### config.mk
export PLATFORM = sky130hd
export DESIGN_NAME = writeback_unit
export DESIGN_NICKNAME = d
export VERILOG_FILES = /design/src/rtl/wb_pkg.sv /design/src/rtl/writeback_unit_pending_counter.sv /design/src/rtl/writeback_unit.sv
export SDC_FILE = /design/constraint.sdc
export NUM_CORES = 1
export LEC_CHECK = 0
export ABC_AREA = 1
export CAP_MARGIN = 30
export CORE_UTILIZATION = 40
export CTS_CLUSTER_DIAMETER = 60
export CTS_CLUSTER_SIZE = 10
export DETAILED_ROUTE_END_ITERATION = 7
export GPL_TIMING_DRIVEN = 0
export HOLD_SLACK_MARGIN = 0.05
export MAX_ROUTING_LAYER = met4
export PLACE_DENSITY = 0.81
export SLEW_MARGIN = 10
export SYNTH_ARGS = -nofsm -noshare
export SYNTH_HDL_FRONTEND = slang
export SYNTH_SLANG_ARGS = --single-unit
### constraint.sdc
create_clock -name clk -period 1.58 [get_ports clk]
set_clock_uncertainty 0.05 [all_clocks]
set_input_delay 0.237 -clock clk [delete_from_list [all_inputs] [get_ports clk]]
set_output_delay 0.237 -clock clk [all_outputs]
set_load 0.02 [all_outputs]
### src/rtl/wb_pkg.sv
// wb_pkg: write-back source selects and register-name constants shared by the WB stage
package wb_pkg;
  localparam logic [1:0] SRC_ALU  = 2'b00;
  localparam logic [1:0] SRC_LOAD = 2'b01;
  localparam logic [1:0] SRC_LINK = 2'b10;
  localparam logic [1:0] SRC_ILL  = 2'b11;
  localparam logic [2:0] REG_ZERO = 3'd0;
  localparam logic [2:0] LINK_REG = 3'd7;
endpackage

### src/rtl/writeback_unit_pending_counter.sv
// pending_counter: saturating up/down count of unretired writes to one register
module pending_counter #(
  parameter int CNT_W = 2
) (
  input  logic             clk,
  input  logic             reset,
  input  logic             clr,
  input  logic             inc,
  input  logic             dec,
  output logic [CNT_W-1:0] count,
  output logic             err
);
  logic [CNT_W-1:0] count_q, count_d;
  logic full, empty;
  // next count: clear dominates, saturate at both ends and flag the overflow/underflow
  always_comb begin
    full    = &count_q;
    empty   = ~|count_q;
    count_d = clr ? '0 :
              (inc & ~dec & ~full)  ? count_q + CNT_W'(1) :
              (dec & ~inc & ~empty) ? count_q - CNT_W'(1) : count_q;
    err     = ~clr & ((inc & ~dec & full) | (dec & ~inc & empty));
  end
  // count register
  always_ff @(posedge clk or posedge reset)
    if (reset) count_q <= '0;
    else count_q <= count_d;
  assign count = count_q;
endmodule

### src/rtl/writeback_unit.sv
// writeback_unit: WB pipeline register driving the register file plus pending-write scoreboard
module writeback_unit
  import wb_pkg::*;
#(
  parameter int DATA_W   = 16,
  parameter int REG_AW   = 3,
  parameter int NUM_REGS = 8,
  parameter int CNT_W    = 2
) (
  input  logic                clk,
  input  logic                reset,
  input  logic                flush,
  input  logic                issue_valid,
  input  logic                issue_wen,
  input  logic [REG_AW-1:0]   issue_rd,
  input  logic [REG_AW-1:0]   rs_a,
  input  logic [REG_AW-1:0]   rs_b,
  input  logic                mem_valid,
  input  logic                mem_wen,
  input  logic [REG_AW-1:0]   mem_rd,
  input  logic [1:0]          mem_src,
  input  logic [DATA_W-1:0]   mem_alu,
  input  logic [DATA_W-1:0]   mem_load,
  input  logic [DATA_W-1:0]   mem_pc1,
  output logic [REG_AW-1:0]   RW,
  output logic [DATA_W-1:0]   BusW,
  output logic                enableWrite,
  output logic                busy_a,
  output logic                busy_b,
  output logic [NUM_REGS-1:0] pending,
  output logic                err
);
  logic wb_valid_q, wb_valid_d, wb_wen_q, wb_wen_d, en_q, en_d, err_q, err_d, mem_wr, retire;
  logic [REG_AW-1:0] rw_q, rw_d;
  logic [DATA_W-1:0] busw_q, busw_d;
  logic [CNT_W-1:0] cnt [NUM_REGS];
  logic [NUM_REGS-1:0] cnt_err;
  assign cnt[0]     = '0;
  assign cnt_err[0] = 1'b0;
  assign retire     = wb_valid_q & wb_wen_q;
  // register 0 never gets a counter; every other register tracks its own in-flight writes
  for (genvar g = 1; g < NUM_REGS; g++) begin : g_cnt
    pending_counter #(.CNT_W(CNT_W)) u_cnt (
      .clk  (clk),
      .reset(reset),
      .clr  (flush),
      .inc  (issue_valid & issue_wen & (issue_rd == REG_AW'(g))),
      .dec  (retire & (rw_q == REG_AW'(g))),
      .count(cnt[g]),
      .err  (cnt_err[g])
    );
  end
  for (genvar g = 0; g < NUM_REGS; g++) begin : g_pend
    assign pending[g] = |cnt[g];
  end
  // next WB state: flush kills the write but leaves address/data alone; illegal source drops data and flags err
  always_comb begin
    mem_wr     = mem_valid & mem_wen;
    wb_valid_d = ~flush & mem_valid;
    wb_wen_d   = ~flush & mem_wen;
    rw_d       = flush ? rw_q : mem_rd;
    busw_d     = flush ? busw_q :
                 (mem_src == SRC_ALU)  ? mem_alu :
                 (mem_src == SRC_LOAD) ? mem_load :
                 (mem_src == SRC_LINK) ? mem_pc1 : '0;
    en_d       = ~flush & mem_wr & (mem_rd != REG_AW'(REG_ZERO)) & (mem_src != SRC_ILL);
    err_d      = err_q | (|cnt_err) | (~flush & mem_wr & (mem_src == SRC_ILL));
  end
  // WB pipeline register and sticky error
  always_ff @(posedge clk or posedge reset)
    if (reset) begin
      wb_valid_q <= 1'b0;
      wb_wen_q   <= 1'b0;
      rw_q       <= '0;
      busw_q     <= '0;
      en_q       <= 1'b0;
      err_q      <= 1'b0;
    end else begin
      wb_valid_q <= wb_valid_d;
      wb_wen_q   <= wb_wen_d;
      rw_q       <= rw_d;
      busw_q     <= busw_d;
      en_q       <= en_d;
      err_q      <= err_d;
    end
  // a source whose last pending write is on the bus now is readable through the register file bypass
  always_comb begin
    busy_a = (|cnt[rs_a]) & ~((cnt[rs_a] == CNT_W'(1)) & en_q & (rw_q == rs_a));
    busy_b = (|cnt[rs_b]) & ~((cnt[rs_b] == CNT_W'(1)) & en_q & (rw_q == rs_b));
  end
  assign RW          = rw_q;
  assign BusW        = busw_q;
  assign enableWrite = en_q;
  assign err         = err_q;
endmodule
==> results.sh, run 1 <==
# source this file to load flow results
export IMPL_crit_family="flip-flops"
export IMPL_setup_viol=2
export IMPL_ys_sh_aoi=0.192
export IMPL_syn_instance_count=420
export IMPL_synth_seq_share=0.344
export IMPL_post_cts_repair_setup_buffers=7
export IMPL_gp_congestion=0.932
export IMPL_synth_top_cell_area_share=0.344
export IMPL_setup_ws_ns=-0.239
export IMPL_edf_count=0
export IMPL_dominant_cells="logic gates"
export IMPL_dr_wl_met3_um=750
export IMPL_violations="DRC, setup timing"
export IMPL_max_stage_delay_ns=0.43
export IMPL_path_depth=8
export IMPL_rr_endpoint="g_cnt[5].u_cnt.count[0]"
export IMPL_fp_util=0.419
export IMPL_whs_path_depth=2
export IMPL_synth_avg_cell_area_um2=6.41
export IMPL_cp_arrival_ns=1.53
export IMPL_top_layer="met4"
export IMPL_cts_tree="built"
export IMPL_synthMostInstantiatedCell="nand2_1"
export IMPL_cp_required_ns=1.29
export IMPL_rsz0062_at_grt="yes"
export IMPL_clock_cell_area_share=0.0297
export IMPL_cts_buffer_depth=2
export IMPL_pwr_share_comb=0.359
export IMPL_drc=4
export IMPL_slew_headroom=0.487
export IMPL_setup_worst_path_end="busy_b"
export IMPL_clock_latency_late_pin_ns=0.29
export IMPL_p_clk_frac=0.278
export IMPL_clock_sinks=37
export IMPL_placed_area_um2=3740
export IMPL_min_to="wb_wen_q"
export IMPL_p_int_mw=2.07
export IMPL_cellLeakagePower_nw=1.93
export IMPL_outcome="finished with violations"
export IMPL_lay_top_cells="nand2_1 (95), clkdlybuf4s50_1 (62), nand3_1 (57)"
export IMPL_seq_area_frac=0.230
export IMPL_cp_slowest_cell="dfrtp_2"
export IMPL_fp_nets=489
export IMPL_coreArea_um2=6420
export IMPL_mostFrequentLayoutCell="nand2_1"
export IMPL_yosys_area_share_xor_xnor=0.00325
export IMPL_async_reset_ff_frac=1.00
Run 1, wire density map:
Scale: 4 px per µm. 17 x 17 tiles, from white (low) to dark blue (high), scaled to the fullest tile. Values are wire area over tile area, all layers added.
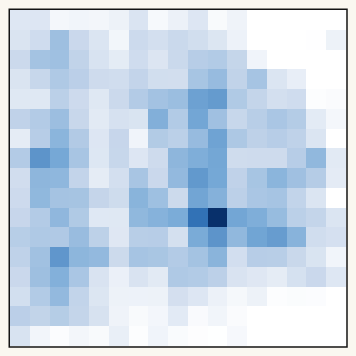
fullest tile: 0.88
emptiest ninth of the die: north-east
densest ninth of the die: centre
final WL: 8750 µm
via count: 3247
DR WL/cell: 14.4 µm
gr usage total: 0.273

Run 1, routing congestion map:
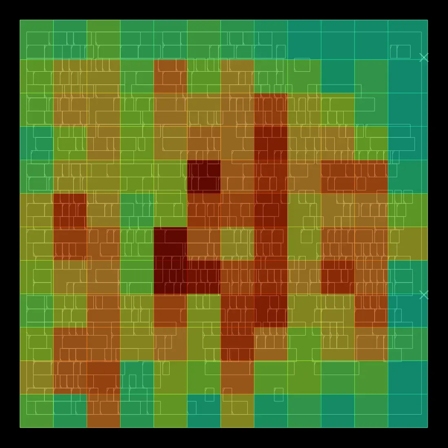
met2 usage: 0.455
GR Util met1: 0.330
most crowded layer after global routing: met2
Finished Core Util: 0.629
met3 usage: 0.0564

Run 1, metal 4:
Scale: 6 px per µm. Supply wires on this layer in grey.
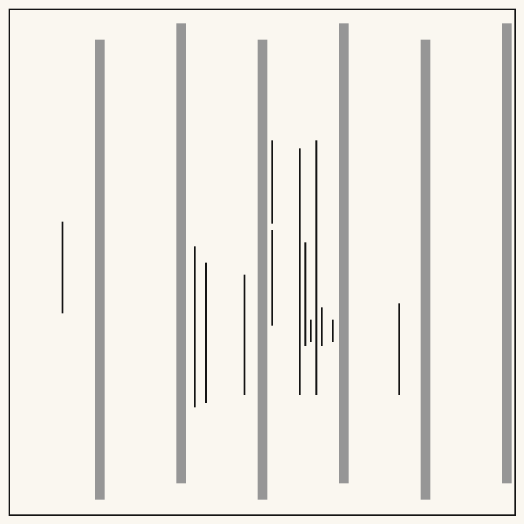
main direction: vertical
longest straight run: 42.2 µm

==> run 1 -> run 2 <==
Clock period 1.58 ns to 1.8 ns, I/O delays scaled along.
Run 2, wire density map:
Scale: 4 px per µm. 17 x 17 tiles, from white (low) to dark blue (high), scaled to the fullest tile. Values are wire area over tile area, all layers added.
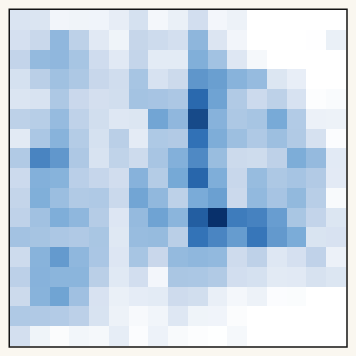
densest ninth of the die: centre
tiles over half the peak: 9.3%
mean over tiles: 0.21
nearly empty tiles: 12%
emptiest ninth of the die: north-east
DR WL/cell: 14.6 µm
via count: 3253
gr usage total: 0.271
final WL: 8860 µm

Run 2, logic cells by family:
Scale: 6 px per µm.
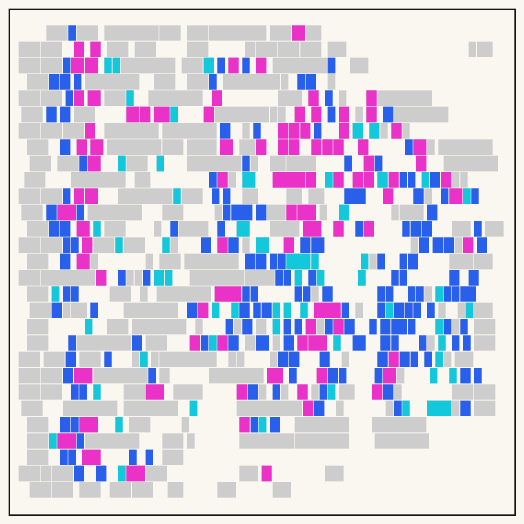
[cyan] nor cells | cells: 57 | most used: nor2_1
[magenta] aoi and oai cells | cells: 90 | most used: o21ai_0
[blue] nand cells | cells: 166 | most used: nand2_1

==> results.sh, run 2 <==
# source this file to load flow results
export IMPL_async_reset_ff_frac=1.00
export IMPL_whs_path_depth=2
export IMPL_ys_sh_aoi=0.192
export IMPL_endpoint_kind="output pin"
export IMPL_max_stage_delay_ns=0.43
export IMPL_synth_avg_cell_area_um2=6.41
export IMPL_min_to="wb_wen_q"
export IMPL_rsz0062_at_grt="yes"
export IMPL_setup_viol=2
export IMPL_p_sw_mw=0.972
export IMPL_edf_count=0
export IMPL_coreArea_um2=6420
export IMPL_topCellsByArea="dfrtp_1 (34%), nand2_1 (14%), nand3_1 (11%)"
export IMPL_met3_usage=0.0564
export IMPL_dr_wl_met3_um=738
export IMPL_pwr_share_comb=0.355
export IMPL_seq_area_frac=0.236
export IMPL_top_cells_by_count="nand2_1 (100), nand3_1 (61), inv_1 (49), nor2_1 (47), o21ai_0 (39)"
export IMPL_synth_seq_share=0.344
export IMPL_fp_util=0.419
export IMPL_p_int_mw=1.82
export IMPL_clock_latency_late_pin_ns=0.29
export IMPL_syn_instance_count=420
export IMPL_path_depth=8
export IMPL_cp_slowest_cell="dfrtp_2"
export IMPL_cellLeakagePower_nw=1.77
export IMPL_clock_cell_area_share=0.0305
export IMPL_rr_endpoint="g_cnt[3].u_cnt.count[1]"
export IMPL_clock_sinks=37
export IMPL_placed_area_um2=3740
export IMPL_cts_buffer_depth=2
export IMPL_outcome="finished with violations"
export IMPL_synthMostInstantiatedCell="nand2_1"
export IMPL_lay_top_cells="nand2_1 (99), clkdlybuf4s50_1 (82), nand3_1 (60)"
export IMPL_fp_nets=489
export IMPL_cts_tree="built"
export IMPL_drc=4
export IMPL_setup_ws_ns=-0.0584
export IMPL_post_cts_repair_setup_buffers=5
export IMPL_grt_use_met2=0.455
export IMPL_cp_required_ns=1.48
export IMPL_top_layer="met4"
export IMPL_grt_ovfl_total=0
export IMPL_simple_gate_share=0.356
export IMPL_p_clk_frac=0.281
export IMPL_violations="DRC, setup timing"
export IMPL_slew_headroom=0.493
export IMPL_gp_congestion=0.932
export IMPL_crit_family="flip-flops"
export IMPL_dominant_cells="logic gates"
Run 2, routing congestion map:
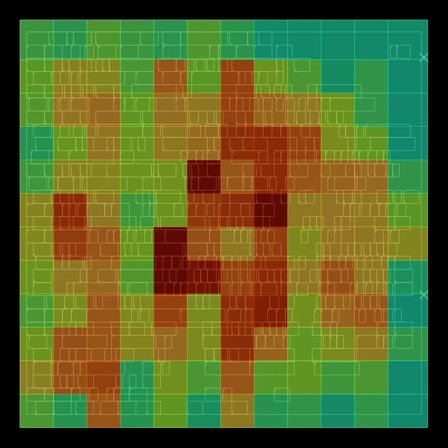
Finished Core Util: 0.612
GR Util met1: 0.326

